--- src/rtl/track_sequencer_if.sv ---
// Playback-controller bus: front-panel buttons, Bluetooth command channel,
// decoder load handshake and the player status outputs.
interface track_sequencer_if #(
  parameter int IDX_W = 3
);
  logic             BTN_PREV;
  logic             BTN_NEXT;
  logic             BT_VALID;
  logic [2:0]       BT_CMD;
  logic [IDX_W-1:0] BT_ARG;
  logic             BT_READY;
  logic             TRACK_END;
  logic             LOAD_REQ;
  logic             LOAD_ACK;
  logic [IDX_W-1:0] TRACK_IDX;
  logic             PLAYING;
  logic [1:0]       MODE;

  // Environment side: buttons, BT host, decoder.
  modport master (
    output BTN_PREV, BTN_NEXT, BT_VALID, BT_CMD, BT_ARG, TRACK_END, LOAD_ACK,
    input  BT_READY, LOAD_REQ, TRACK_IDX, PLAYING, MODE
  );

  // Sequencer side.
  modport slave (
    input  BTN_PREV, BTN_NEXT, BT_VALID, BT_CMD, BT_ARG, TRACK_END, LOAD_ACK,
    output BT_READY, LOAD_REQ, TRACK_IDX, PLAYING, MODE
  );
endinterface

--- src/rtl/track_sequencer.sv ---
// Track sequencer: arbitrates BT commands, buttons and end-of-track, owns the
// track index and transport state, and drives the decoder load handshake.
module track_sequencer #(
  parameter int TRACK_NUM = 8,
  parameter int IDX_W     = 3,
  parameter int HOLDOFF   = 50000
) (
  input logic              CLK,
  input logic              RST,
  track_sequencer_if.slave bus
);
  // +2 keeps the counter at least one bit wide even when HOLDOFF is 0.
  localparam int CNT_W = $clog2(HOLDOFF + 2);
  localparam logic [CNT_W-1:0] HOLD_LD  = CNT_W'(HOLDOFF);
  localparam logic [IDX_W-1:0] LAST_IDX = IDX_W'(TRACK_NUM - 1);
  localparam logic [IDX_W:0]   NUM_EXT  = (IDX_W + 1)'(TRACK_NUM);
  localparam logic [8:0]       NUM_9    = 9'(TRACK_NUM);

  localparam logic [2:0] C_PLAY  = 3'd1;
  localparam logic [2:0] C_PAUSE = 3'd2;
  localparam logic [2:0] C_NEXT  = 3'd3;
  localparam logic [2:0] C_PREV  = 3'd4;
  localparam logic [2:0] C_SEL   = 3'd5;
  localparam logic [2:0] C_MODE  = 3'd6;
  localparam logic [2:0] C_STOP  = 3'd7;

  typedef enum logic [1:0] {S_STOP, S_LOAD, S_PLAY, S_PAUSE} state_t;

  state_t           state;
  logic [IDX_W-1:0] idx;
  logic [1:0]       mode;
  logic             load_req;
  logic             playing;
  logic [CNT_W-1:0] hold_cnt;
  logic [7:0]       lfsr;

  logic             bt_fire, btn_fire, end_fire;
  logic [IDX_W+1:0] arg_ext;
  logic [IDX_W-1:0] prev_idx, next_idx, pick_raw, shuf_idx, adv_idx;
  logic             chg, go_play, go_pause, go_stop, set_mode;
  logic [IDX_W-1:0] chg_idx;

  assign bus.BT_READY  = (state != S_LOAD);
  assign bus.LOAD_REQ  = load_req;
  assign bus.PLAYING   = playing;
  assign bus.TRACK_IDX = idx;
  assign bus.MODE      = mode;

  // Event arbitration and next-index candidates; lower-priority events are dropped.
  always_comb begin
    arg_ext  = {2'b00, bus.BT_ARG};
    bt_fire  = bus.BT_VALID && (state != S_LOAD);
    btn_fire = !bt_fire && (hold_cnt == '0) && (state != S_LOAD) &&
               (bus.BTN_PREV || bus.BTN_NEXT);
    end_fire = !bt_fire && !btn_fire && bus.TRACK_END && (state == S_PLAY);

    prev_idx = (idx == '0) ? LAST_IDX : idx - IDX_W'(1);
    next_idx = (idx == LAST_IDX) ? '0 : idx + IDX_W'(1);
    pick_raw = IDX_W'({1'b0, lfsr} % NUM_9);
    shuf_idx = (pick_raw == idx) ? next_idx : pick_raw;
    adv_idx  = (mode == 2'd2) ? shuf_idx : next_idx;

    chg      = 1'b0;
    chg_idx  = idx;
    go_play  = 1'b0;
    go_pause = 1'b0;
    go_stop  = 1'b0;
    set_mode = 1'b0;

    if (bt_fire) begin
      case (bus.BT_CMD)
        C_PLAY:  go_play  = 1'b1;
        C_PAUSE: go_pause = 1'b1;
        C_STOP:  go_stop  = 1'b1;
        C_NEXT:  begin chg = 1'b1; chg_idx = adv_idx;  end
        C_PREV:  begin chg = 1'b1; chg_idx = prev_idx; end
        C_SEL:   if ({1'b0, bus.BT_ARG} < NUM_EXT) begin
                   chg = 1'b1; chg_idx = bus.BT_ARG;
                 end
        C_MODE:  set_mode = (arg_ext[1:0] != 2'd3);
        default: ;
      endcase
    end else if (btn_fire) begin
      chg     = 1'b1;
      chg_idx = bus.BTN_PREV ? prev_idx : adv_idx;
    end else if (end_fire) begin
      chg = 1'b1;
      case (mode)
        2'd1:    chg_idx = idx;
        2'd2:    chg_idx = shuf_idx;
        default: chg_idx = next_idx;
      endcase
    end
  end

  // Transport FSM with registered status outputs.
  always_ff @(posedge CLK or posedge RST) begin
    if (RST) begin
      state    <= S_STOP;
      idx      <= '0;
      mode     <= 2'd0;
      load_req <= 1'b0;
      playing  <= 1'b0;
    end else begin
      if (set_mode) mode <= arg_ext[1:0];
      case (state)
        S_STOP: begin
          if (chg) idx <= chg_idx;
          else if (go_play) begin
            state    <= S_LOAD;
            load_req <= 1'b1;
          end
        end
        S_PLAY, S_PAUSE: begin
          if (chg) begin
            idx      <= chg_idx;
            state    <= S_LOAD;
            load_req <= 1'b1;
            playing  <= 1'b0;
          end else if (go_stop) begin
            state   <= S_STOP;
            playing <= 1'b0;
          end else if (go_pause && state == S_PLAY) begin
            state   <= S_PAUSE;
            playing <= 1'b0;
          end else if (go_play && state == S_PAUSE) begin
            state   <= S_PLAY;
            playing <= 1'b1;
          end
        end
        S_LOAD: begin
          if (bus.LOAD_ACK) begin
            state    <= S_PLAY;
            load_req <= 1'b0;
            playing  <= 1'b1;
          end
        end
        default: state <= S_STOP;
      endcase
    end
  end

  // Button lock-out: reload on an accepted button, otherwise count down to 0.
  always_ff @(posedge CLK or posedge RST) begin
    if (RST) hold_cnt <= '0;
    else if (btn_fire) hold_cnt <= HOLD_LD;
    else if (hold_cnt != '0) hold_cnt <= hold_cnt - CNT_W'(1);
  end

  // Free-running shuffle source, x^8+x^6+x^5+x^4 Fibonacci LFSR.
  always_ff @(posedge CLK or posedge RST) begin
    if (RST) lfsr <= 8'h01;
    else lfsr <= {lfsr[6:0], lfsr[7] ^ lfsr[5] ^ lfsr[4] ^ lfsr[3]};
  end
endmodule

--- src/flat_wrapper.sv ---
// flat-port wrapper written by rule: the top's interface ports become plain ports
module track_sequencer_flat 
#(
  parameter int TRACK_NUM = 8,
  parameter int IDX_W     = 3,
  parameter int HOLDOFF   = 50000
)
  (CLK, RST, bus_BTN_PREV, bus_BTN_NEXT, bus_BT_VALID, bus_BT_CMD, bus_BT_ARG, bus_TRACK_END, bus_LOAD_ACK, bus_BT_READY, bus_LOAD_REQ, bus_TRACK_IDX, bus_PLAYING, bus_MODE);
  track_sequencer_if #(.IDX_W(IDX_W)) bus_i ();
  input logic CLK;
  input logic RST;
  input wire logic [$bits(bus_i.BTN_PREV)-1:0] bus_BTN_PREV;
  input wire logic [$bits(bus_i.BTN_NEXT)-1:0] bus_BTN_NEXT;
  input wire logic [$bits(bus_i.BT_VALID)-1:0] bus_BT_VALID;
  input wire logic [$bits(bus_i.BT_CMD)-1:0] bus_BT_CMD;
  input wire logic [$bits(bus_i.BT_ARG)-1:0] bus_BT_ARG;
  input wire logic [$bits(bus_i.TRACK_END)-1:0] bus_TRACK_END;
  input wire logic [$bits(bus_i.LOAD_ACK)-1:0] bus_LOAD_ACK;
  output wire logic [$bits(bus_i.BT_READY)-1:0] bus_BT_READY;
  output wire logic [$bits(bus_i.LOAD_REQ)-1:0] bus_LOAD_REQ;
  output wire logic [$bits(bus_i.TRACK_IDX)-1:0] bus_TRACK_IDX;
  output wire logic [$bits(bus_i.PLAYING)-1:0] bus_PLAYING;
  output wire logic [$bits(bus_i.MODE)-1:0] bus_MODE;
  assign bus_i.BTN_PREV = bus_BTN_PREV;
  assign bus_i.BTN_NEXT = bus_BTN_NEXT;
  assign bus_i.BT_VALID = bus_BT_VALID;
  assign bus_i.BT_CMD = bus_BT_CMD;
  assign bus_i.BT_ARG = bus_BT_ARG;
  assign bus_i.TRACK_END = bus_TRACK_END;
  assign bus_i.LOAD_ACK = bus_LOAD_ACK;
  assign bus_BT_READY = bus_i.BT_READY;
  assign bus_LOAD_REQ = bus_i.LOAD_REQ;
  assign bus_TRACK_IDX = bus_i.TRACK_IDX;
  assign bus_PLAYING = bus_i.PLAYING;
  assign bus_MODE = bus_i.MODE;
  track_sequencer #(.TRACK_NUM(TRACK_NUM), .IDX_W(IDX_W), .HOLDOFF(HOLDOFF)) u_core (.CLK(CLK), .RST(RST), .bus(bus_i));
endmodule
--- config.mk ---
export PLATFORM = sky130hd
export DESIGN_NAME = track_sequencer_flat
export DESIGN_NICKNAME = d
export VERILOG_FILES = /design/src/rtl/track_sequencer_if.sv /design/src/rtl/track_sequencer.sv /design/src/flat_wrapper.sv
export SDC_FILE = /design/constraint.sdc
export NUM_CORES = 1
export LEC_CHECK = 0
export CAP_MARGIN = 20
export CORE_MARGIN = 2
export CORE_UTILIZATION = 40
export DETAILED_ROUTE_END_ITERATION = 10
export PLACE_DENSITY = 0.71
export SYNTH_ARGS = -nofsm -noshare
export SYNTH_HDL_FRONTEND = slang
export SYNTH_SLANG_ARGS = --single-unit
--- constraint.sdc ---
create_clock -name CLK -period 2.75 [get_ports CLK]
set_input_delay 0.825 -clock CLK [delete_from_list [all_inputs] [get_ports CLK]]
set_output_delay 0.825 -clock CLK [all_outputs]
set_load 0.01 [all_outputs]
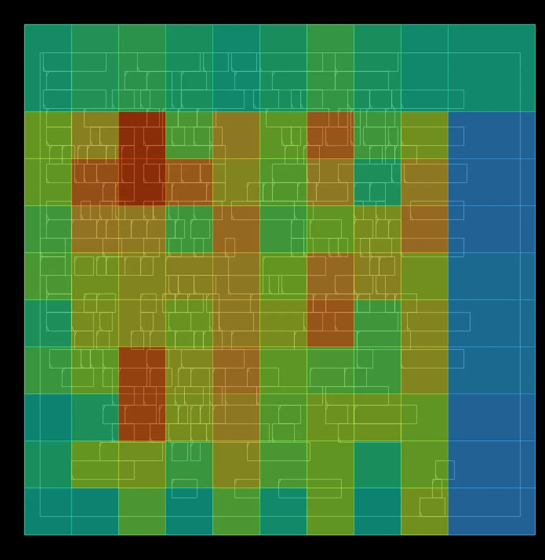
*Routing congestion map, run 1*
most congested layer reported by global routing: met2
met3 usage: 0.0321
GRT Overall Usage: 0.163

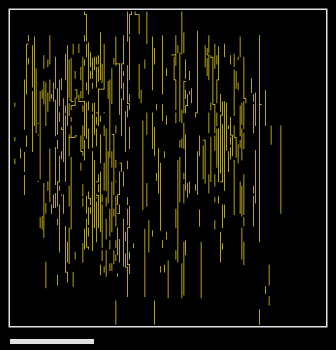
*Met2 routing, run 1*
Scale bar: 20 um.
main direction: vertical
wire length on this layer: 2040 um
longest straight run: 49.0 um
share of all routed wire: 49%
nets with wire on the layer: 214

==> run notes, run 1 <==
• **result of the run** completed
• **share of final-layout standard cells stronger than drive strength 1** 0.110
• **Die Y** 74.9 um
• **Synth Warn #** 0
• **initial DRC count** 75
• **number of antenna violations at the first check in global routing** 0
• **area inside the core boundary** 4790 sq um
• **post-place instance area** 2290 sq um
• **area of all sequential standard cells** 827 sq um
• **half-perimeter wire length of the detailed placement result** 3.06 mm
• **layout net count** 255
• **adder and majority gate portion of the synthesized area** 0.0374
• **top-area cell type share of the netlist area** 0.399
• **highest routing layer actually used** met4
• **Syn Nets** 229
• **top post-synthesis cells by area** sky130_fd_sc_hd__dfrtp_1, sky130_fd_sc_hd__xnor2_1, sky130_fd_sc_hd__nand2_1
• **total leakage power** 0.974 nW
• **power density relative to cell area** 736 nW/um^2
• **number of violations of the max-capacitance limit** 0
• **main combinational cell family by area after synthesis** simple AND/OR/NAND/NOR gates
• **worst-case clock buffer depth** 2
• **CP startpoint kind** flop
• **critical path arrival** 1.57 ns
• **wire length of the first global-routing pass** 7.06 mm
• **type of the worst setup path** flop to output pin
• **post-layout period usage** 0.872
• **number of diodes added for antenna fixing** 0
• **register containing the most flip-flops in the final layout** u_core.hold_cnt
• **total CTS buffers** 5
• **Tightest Pin Transition** 0.621 ns
• **via density per instance** 5.38
• **overall power** 1.75 mW
• **# IOs** 21
• **final max-slew violation count** 0
• **setup TNS** 0 ns
• **met3 wirelength from detailed routing** 128 um
• **Max FO, Critical Path** 10
• **maximum frequency from static timing analysis** 0.417 GHz
• **Avg Inst Size Synth** 9.57 sq um
• **GRT met1 Usage** 0.222
• **initial cell density of the core** 0.420
• **vias in the first global route** 1539
• **CTS clk-pin slew, worst paths** 0.07 ns
• **final tally of hold violations** 0
• **Dominant flop cell** sky130_fd_sc_hd__dfrtp_1
• **pin count of the biggest net entering global routing** 34
• **number of fillers in the final layout** 466
• **floorplan die width** 74.9 um
• **clock sink count** 33
• **insertion delay of the later-clocked pin in the worst-skew pair** 0.28 ns
• **Top cells excl fill/tap** sky130_fd_sc_hd__dfrtp_1, sky130_fd_sc_hd__nand2_1, sky130_fd_sc_hd__clkdlybuf4s50_1
• **CP Data Required Time** 1.93 ns
• **mux share** 0.0212
• **number of enable flip-flop cells** 0
• **area overhead of the layout relative to synthesis** 18.3%
• **post-layout min period** 2.40 ns
• **post-CTS setup repair buffer count** 0
• **CTS tree** yes
• **post-synthesis share of cell area spent on and, or, nand and nor gates** 0.243
• **most instantiated library cell after synthesis** sky130_fd_sc_hd__dfrtp_1
• **Log Warnings** 29
• **post-synthesis cell type with the largest combined area** sky130_fd_sc_hd__dfrtp_1
• **Initial DRT Pass Iterations** 4
• **number of register bits inferred by synthesis** 33
• **Mapped Area** 2010 sq um
• **setup repair after global routing missed its margin** no
• **Critical Path End Type** output pin
• **number of buffers inserted by hold repair at cts** 0
• **dominant logic cell type in the layout** sky130_fd_sc_hd__dfrtp_1
• **distinct cell type count of the synthesized netlist** 52
• **routed len/inst** 13.7 um
• **Combinational Area** 1110 sq um
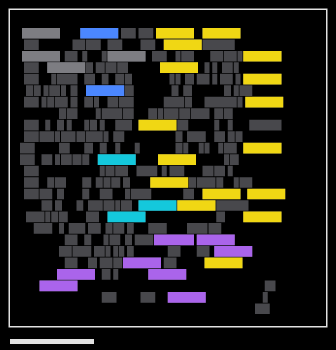
*Where the registers sit, run 1*
Scale bar: 20 um.
[u_core.state] blue | placed flops: 2
[u_core.hold_cnt] yellow | placed flops: 16
[u_core.bus.TRACK_IDX] cyan | placed flops: 3
[u_core.lfsr] purple | placed flops: 8
not colored: 4

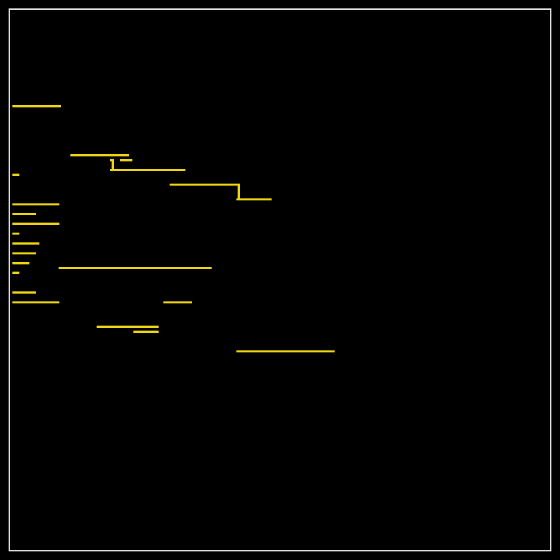
*The metal 3 layer, run 1*
wire length on this layer: 128 um
main direction: horizontal
longest straight run: 20.9 um

run 1: area by class of cell:
class	instances	area share
Clock buffer	6	0.0305
Clock inverter	2	0.00421
Inverter	10	0.0158
Multi-Input combinational cell	161	0.466
Sequential cell	33	0.348
Tap cell	67	0.0353
Timing Repair Buffer	25	0.100
run 1: worst max-delay path: stages (launching register included):
cell	delay (ns)
sky130_fd_sc_hd__dfrtp_1	0.56
sky130_fd_sc_hd__nor2b_4	0.10
sky130_fd_sc_hd__inv_2	0.09
sky130_fd_sc_hd__clkdlybuf4s50_1	0.54
run 1: through the flow:
stage | util | cells | hold slack (ns) | setup WS [ns]
2_1_floorplan | - | 210 | 0.331 | 0.720
3_3_place_gp | 0.479 | 296 | 0.335 | 0.185
3_5_place_dp | 0.479 | 296 | 0.340 | 0.149
4_1_cts | 0.497 | 304 | 0.357 | 0.353
5_1_grt | 0.497 | 304 | 0.360 | 0.220
6_report | 0.497 | 304 | 0.356 | 0.353
run 1: path summary, 6_finish.rpt:
path,startpoint,end,slack (ns),depth (start not counted)
min in group asynchronous,RST,u_core.hold_cnt[7]$_DFFE_PP0P_,0.93,3
worst min register to register,u_core.lfsr[6]$_DFF_PP0_,u_core.lfsr[7]$_DFF_PP0_,0.36,0
worst max-delay path,u_core.state[1]$_DFFE_PP0P_,bus_BT_READY,0.35,3
worst min-delay path,u_core.lfsr[6]$_DFF_PP0_,u_core.lfsr[7]$_DFF_PP0_,0.36,0
worst max register to register,u_core.hold_cnt[0]$_DFFE_PP0P_,u_core.hold_cnt[14]$_DFFE_PP0P_,0.59,8
max in group asynchronous,RST,u_core.lfsr[0]$_DFF_PP1_,1.49,3
run 1: power breakdown:
group          internal [mW]  switching, mW
sequential             0.559          0.134
combinational          0.365          0.339
clock                  0.175          0.178
==> run 1 -> run 2 <==
- CTS_CLUSTER_SIZE: default -> 28
- clock period: 2.75 -> 2.85 ns (I/O delays scaled with it)
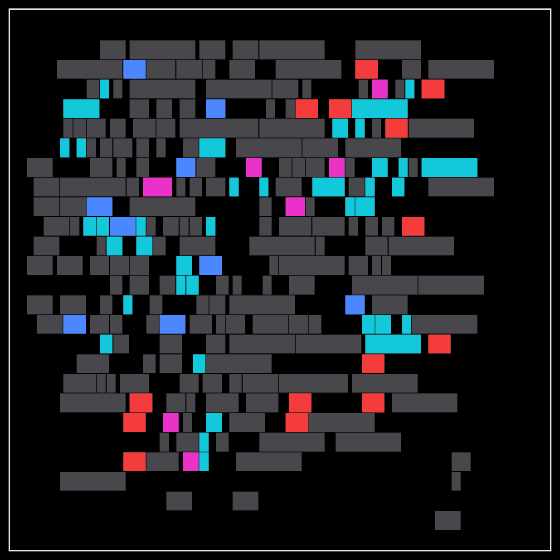
*Selected gate families, run 2*
[AND and OR gates] magenta | cells: 7
[XOR/XNOR gates] red | cells: 14
[AND-OR and OR-AND gates] blue | cells: 9
[NOR gates] cyan | cells: 38

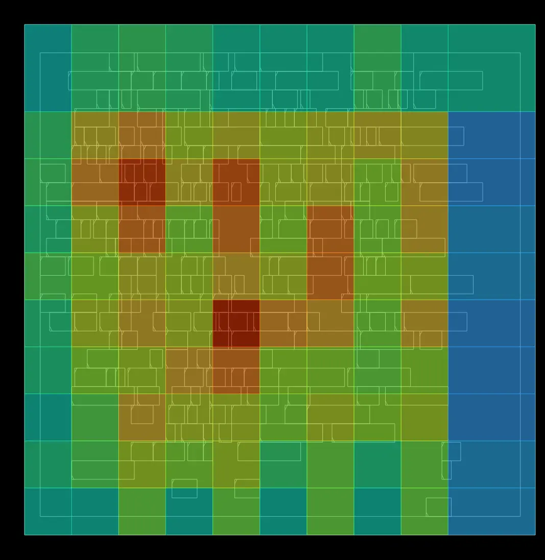
*Routing congestion map, run 2*
routed len/inst: 13.7 um
final core utilization: 0.504
GRT met1 Usage: 0.232
GRT Overall Usage: 0.166

==> run 2 against run 1 <==
Against the previous run:
- utilization is 0.71 points higher
- total power increased by 3.6%
- highest routed layer unchanged
- setup slack improved by 0.062 ns
- first-iteration DRC count is 15% higher
- via count decreased by 1.5%
- sequential share of layout area shrank 0.49 points
- global-route usage increased by 0.26 points
- critical endpoint is now u_core.bus.TRACK_IDX[1]$_DFFE_PP0P_
- routed wire length is essentially flat
- sequential power is 3.9% lower
- count of clock-buffer cells in the layout up 1
- cell area rose by 1.4%
==> run notes, run 2 <==
• **mux share** 0.0212
• **adder and majority gate portion of the synthesized area** 0.0374
• **final critical-path setup slack** 0.415 ns
• **post-synthesis share of cell area spent on and, or, nand and nor gates** 0.243
• **CP Data Required Time** 3.02 ns
• **share of final-layout standard cells stronger than drive strength 1** 0.110
• **final max-slew violation count** 0
• **Initial DRT Pass Iterations** 4
• **clock sink count** 33
• **result of the run** completed
• **post-place setup slack** 0.181 ns
• **Syn Nets** 229
• **half-perimeter wire length of the detailed placement result** 3.03 mm
• **cell internal pwr** 1.18 mW
• **overall power** 1.81 mW
• **top-area cell type share of the netlist area** 0.399
• **number of placed cells counting well taps** 296
• **number of antenna violations at the first check in global routing** 0
• **proportion of power drawn by the clock network** 0.255
• **Tightest Pin Transition** 0.640 ns
• **Top cells excl fill/tap** sky130_fd_sc_hd__dfrtp_1, sky130_fd_sc_hd__nand2_1, sky130_fd_sc_hd__clkdlybuf4s50_1
• **smallest hold slack** 0.355 ns
• **setup repair after global routing missed its margin** no
• **total CTS buffers** 5
• **floorplan die width** 74.9 um
• **number of register bits inferred by synthesis** 33
• **initial cell density of the core** 0.420
• **power drawn by the clock network** 0.461 mW
• **number of fillers in the final layout** 458
• **part of the power in registers** 0.367
• **area inside the core boundary** 4790 sq um
• **number of diodes added for antenna fixing** 0
• **CTS clk-pin slew, worst paths** 0.07 ns
• **number of buffers inserted by hold repair at cts** 0
• **Dominant flop cell** sky130_fd_sc_hd__dfrtp_1
• **power in combinational cells** 0.686 mW
• **register containing the most flip-flops in the final layout** u_core.hold_cnt
• **Combinational Area** 1110 sq um
• **worst-case clock buffer depth** 2
• **combinational share of power** 0.378
• **Mapped Area** 2010 sq um
• **post-place instance area** 2290 sq um
• **Synth Warn #** 0
• **highest routing layer actually used** met4
• **critical path arrival** 2.60 ns
• **setup TNS** 0 ns
• **initial DRC count** 86
• **Die Y** 74.9 um
• **power density relative to cell area** 752 nW/um^2
• **group drawing the most power** combinational logic
• **Critical Path End Type** flop
• **Avg Inst Size Synth** 9.57 sq um
• **CTS tree** yes
• **area overhead of the layout relative to synthesis** 20.0%
• **total leakage power** 0.987 nW
• **final tally of hold violations** 0
• **Max FO, Critical Path** 7
• **top post-synthesis cells by area** sky130_fd_sc_hd__dfrtp_1, sky130_fd_sc_hd__xnor2_1, sky130_fd_sc_hd__nand2_1
• **post-CTS setup repair buffer count** 0
• **pin count of the biggest net entering global routing** 34
• **via density per instance** 5.29
• **insertion delay of the later-clocked pin in the worst-skew pair** 0.29 ns
• **post-synthesis cell type with the largest combined area** sky130_fd_sc_hd__dfrtp_1
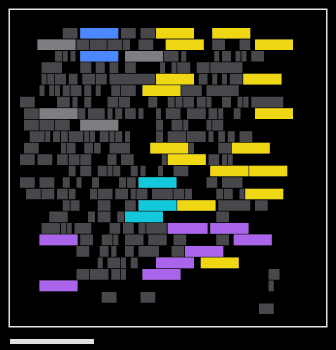
*Where the registers sit, run 2*
Scale bar: 20 um.
total sequential power: 0.665 mW
area of all sequential standard cells: 827 sq um
share of cell area taken by flip-flops and latches: 0.343

-- run 2: cell counts after synthesis --
No cell type changed its count.
-- run 2: cell type report --
class                      count  area share
multi-input combinational    161       0.460
sequential                    33       0.343
timing repair buffer          25      0.0986
clock buffer                   7      0.0358
tap                           67      0.0348
inverter                      10      0.0156
clock inverter                 1      0.0125
-- run 2: final timing paths --
kind | start | end | slack, ns | cells after the start
min in group asynchronous | RST | u_core.lfsr[7]$_DFF_PP0_ | 0.97 | 3
worst min register to register | u_core.lfsr[6]$_DFF_PP0_ | u_core.lfsr[7]$_DFF_PP0_ | 0.36 | 0
worst min-delay path | u_core.lfsr[6]$_DFF_PP0_ | u_core.lfsr[7]$_DFF_PP0_ | 0.36 | 0
worst max-delay path | bus_BT_CMD[2] | u_core.bus.TRACK_IDX[1]$_DFFE_PP0P_ | 0.42 | 7
worst max register to register | u_core.hold_cnt[0]$_DFFE_PP0P_ | u_core.hold_cnt[14]$_DFFE_PP0P_ | 0.67 | 8
max in group asynchronous | RST | u_core.lfsr[0]$_DFF_PP1_ | 1.56 | 3
-- run 2: critical path, cell delays in order --
cell and delay (ns):
sky130_fd_sc_hd__clkdlybuf4s50_1 0.52, sky130_fd_sc_hd__nor2b_1 0.22, sky130_fd_sc_hd__a21oi_1 0.21, sky130_fd_sc_hd__o21ai_0 0.12
sky130_fd_sc_hd__nor2_1 0.32, sky130_fd_sc_hd__a21oi_1 0.08, sky130_fd_sc_hd__a211o_1 0.29
-- run 2: layer usage --
layer	vias to the layer above	GRT usage
met1	760	0.232
met3	7	0.0361
li1	815	-
met4	0	0.0595
met2	27	0.252
met5	-	0
-- run 2: cells by family after synthesis --
kind of cell,after synthesis
xor+xnor,14
buf+inv,16
mux,4
flops,33
fa+ha+maj,6
compound gates,55
simple gates,82
==> run 2 -> run 3 <==
- CORE_UTILIZATION: 40 -> 45
- PLACE_DENSITY: 0.71 -> 0.77
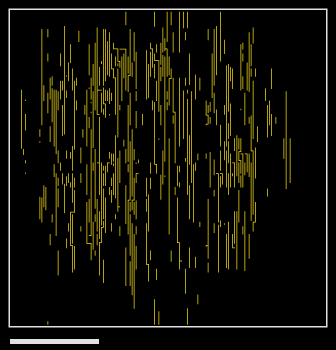
*Met2 routing, run 3*
Scale bar: 20 um.
share of all routed wire: 48%
main direction: vertical
wire length on this layer: 1920 um
nets with wire on the layer: 214
longest straight run: 24.1 um

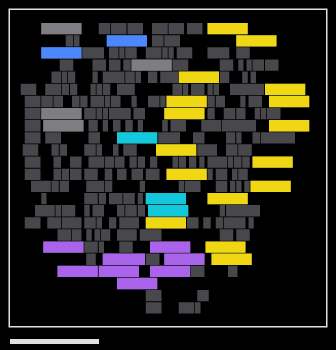
*Where the registers sit, run 3*
Scale bar: 20 um.
share of cell area taken by flip-flops and latches: 0.351
final core utilization: 0.545

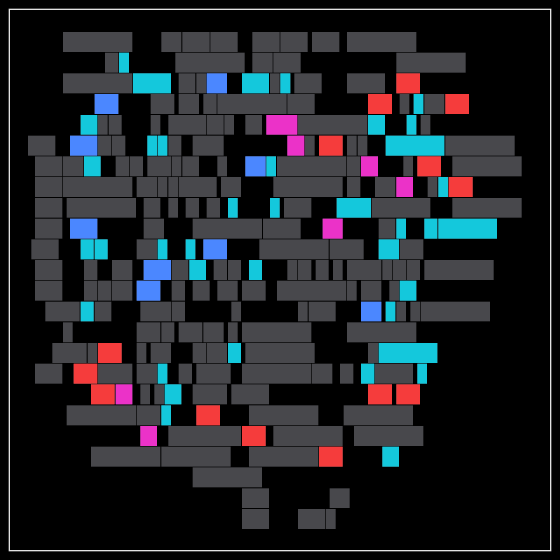
*Selected gate families, run 3*
[AND-OR and OR-AND gates] blue | cells: 9
[AND and OR gates] magenta | cells: 7
[XOR/XNOR gates] red | cells: 14 | where: all over the die
[NOR gates] cyan | cells: 38

==> run 3 against run 2 <==
Against the previous run:
- cell area fell by 2.2%
- count of clock-buffer cells in the layout up 1
- synthesized cell count unchanged
- non-clock buffer count shrank 1
- total power is 6.0% lower
- die area decreased by 11%
- synthesized area stayed put
- utilization is 4.2 points higher
- highest routed layer unchanged
==> run notes, run 3 <==
• **result of the run** completed
• **Die Y** 70.8 um
• **top post-synthesis cells by area** sky130_fd_sc_hd__dfrtp_1, sky130_fd_sc_hd__xnor2_1, sky130_fd_sc_hd__nand2_1
• **dominant logic cell type in the layout** sky130_fd_sc_hd__dfrtp_1
• **# IOs** 21
• **total routed wirelength** 3.99 mm
• **cell at the slowest stage of the critical path** sky130_fd_sc_hd__clkdlybuf4s50_1
• **vias in the first global route** 1559
• **insertion delay of the later-clocked pin in the worst-skew pair** 0.28 ns
• **CP startpoint kind** input port
• **pin count of the biggest net entering global routing** 34
• **number of violations of the max-capacitance limit** 0
• **cell total in the yosys stat output** 210
• **Combinational Area** 1110 sq um
• **CP Data Required Time** 3.02 ns
• **half-perimeter wire length of the detailed placement result** 2.92 mm
• **post-layout period usage** 0.849
• **clock sink count** 33
• **register containing the most flip-flops in the final layout** u_core.hold_cnt
• **top-area cell type share of the netlist area** 0.399
• **most instantiated library cell after synthesis** sky130_fd_sc_hd__dfrtp_1
• **post-place setup slack** 0.177 ns
• **distinct cell type count of the synthesized netlist** 52
• **initial cell density of the core** 0.465
• **number of diodes added for antenna fixing** 0
• **Most Frequent Cell on Critical Path** sky130_fd_sc_hd__a21oi_1
• **GRT Overall Usage** 0.174
• **family with the most delay on the worst path** AND-OR/OR-AND gates
• **area inside the core boundary** 4320 sq um
• **number of fillers in the final layout** 408
• **number of buffers inserted by hold repair at cts** 0
• **series of cell instances along the critical path** clkdlybuf4s50_1, nor2b_1, a21oi_1, o21ai_0, nor2_1, a21oi_1, a211o_1
• **Buf+Inv Stages, Crit Path** 1
• **Mapped Area** 2010 sq um
• **type of the worst setup path** input port to flop
• **Log Warnings** 29
• **Max FO, Critical Path** 7
• **Critical Path End Type** flop
• **setup repair after global routing missed its margin** no
• **Top cells excl fill/tap** sky130_fd_sc_hd__dfrtp_1, sky130_fd_sc_hd__nand2_1, sky130_fd_sc_hd__clkdlybuf4s50_1
• **Tightest Pin Transition** 0.611 ns
• **worst-case clock buffer depth** 2
• **critical path arrival** 2.59 ns
• **critical path's largest stage delay** 0.52 ns
• **area overhead of the layout relative to synthesis** 17.4%
• **area of all sequential standard cells** 827 sq um
• **number of register bits inferred by synthesis** 33
• **Syn Nets** 229
• **final standard cell count with taps included and fillers excluded** 288
• **total leakage power** 0.970 nW
• **layout net count** 254
• **final tally of hold violations** 0
• **post-synthesis cell type with the largest combined area** sky130_fd_sc_hd__dfrtp_1
• **Dominant flop cell** sky130_fd_sc_hd__dfrtp_1
• **initial DRC count** 131
• **CTS clk-pin slew, worst paths** 0.06 ns
• **total CTS buffers** 5
• **post-layout min period** 2.42 ns
• **number of placed cells counting well taps** 280
• **routed len/inst** 13.9 um
• **Avg Inst Size Synth** 9.57 sq um
• **final critical-path setup slack** 0.429 ns
• **wire length of the first global-routing pass** 7.00 mm
• **setup TNS** 0 ns
• **post-place instance area** 2270 sq um
• **power density relative to cell area** 722 nW/um^2
• **share of final-layout standard cells stronger than drive strength 1** 0.102
• **overall power** 1.70 mW
• **post-CTS setup repair buffer count** 0
• **Synth Warn #** 0
• **maximum frequency from static timing analysis** 0.413 GHz
• **final max-slew violation count** 0
• **via density per instance** 5.66
• **smallest hold slack** 0.355 ns
• **Initial DRT Pass Iterations** 5
• **floorplan die width** 70.8 um
## run 3: routing by layer
layer  share of wire  wire, um  track usage
met5               0         0            0
met4           0.014        56       0.0860
met3           0.038       152       0.0342
met2            0.48      1920        0.268
met1            0.47      1870        0.237
## run 3: cell type report
class | instances | area share
Tap cell | 52 | 0.0276
Clock buffer | 8 | 0.0382
Multi-Input combinational cell | 161 | 0.470
Inverter | 10 | 0.0159
Sequential cell | 33 | 0.351
Timing Repair Buffer | 24 | 0.0976
## run 3: cell families after synthesis
| kind of cell | after synthesis | share of synthesized area |
|---|---|---|
| AND-OR/OR-AND | 55 | 0.189 |
| XOR/XNOR | 14 | 0.0610 |
| adder cells (fa/ha/maj) | 6 | 0.0374 |
| buffers and inverters | 16 | 0.0367 |
| flip-flops | 33 | 0.412 |
| multiplexers | 4 | 0.0212 |
| AND/OR/NAND/NOR | 82 | 0.243 |
## run 3: report_power, final
group	switching [mW]	leakage, nW	internal [mW]
Sequential	0.125	0.402	0.539
Combinational	0.335	0.522	0.351
Clock	0.156	0.0455	0.197
## run 3: worst paths after layout
check                                               start                                  end  slack [ns]  depth (start not counted)
max in group asynchronous                             RST             u_core.lfsr[0]$_DFF_PP1_        1.56                          3
setup reg to reg           u_core.hold_cnt[0]$_DFFE_PP0P_      u_core.hold_cnt[14]$_DFFE_PP0P_        0.71                          8
setup / recovery                            bus_BT_CMD[2]  u_core.bus.TRACK_IDX[1]$_DFFE_PP0P_        0.43                          7
hold reg to reg                  u_core.lfsr[6]$_DFF_PP0_             u_core.lfsr[7]$_DFF_PP0_        0.35                          0
min in group asynchronous                             RST      u_core.hold_cnt[13]$_DFFE_PP0P_        0.96                          3
hold / removal                   u_core.lfsr[6]$_DFF_PP0_             u_core.lfsr[7]$_DFF_PP0_        0.35                          0
Power is estimated from default activity; no workload was simulated.
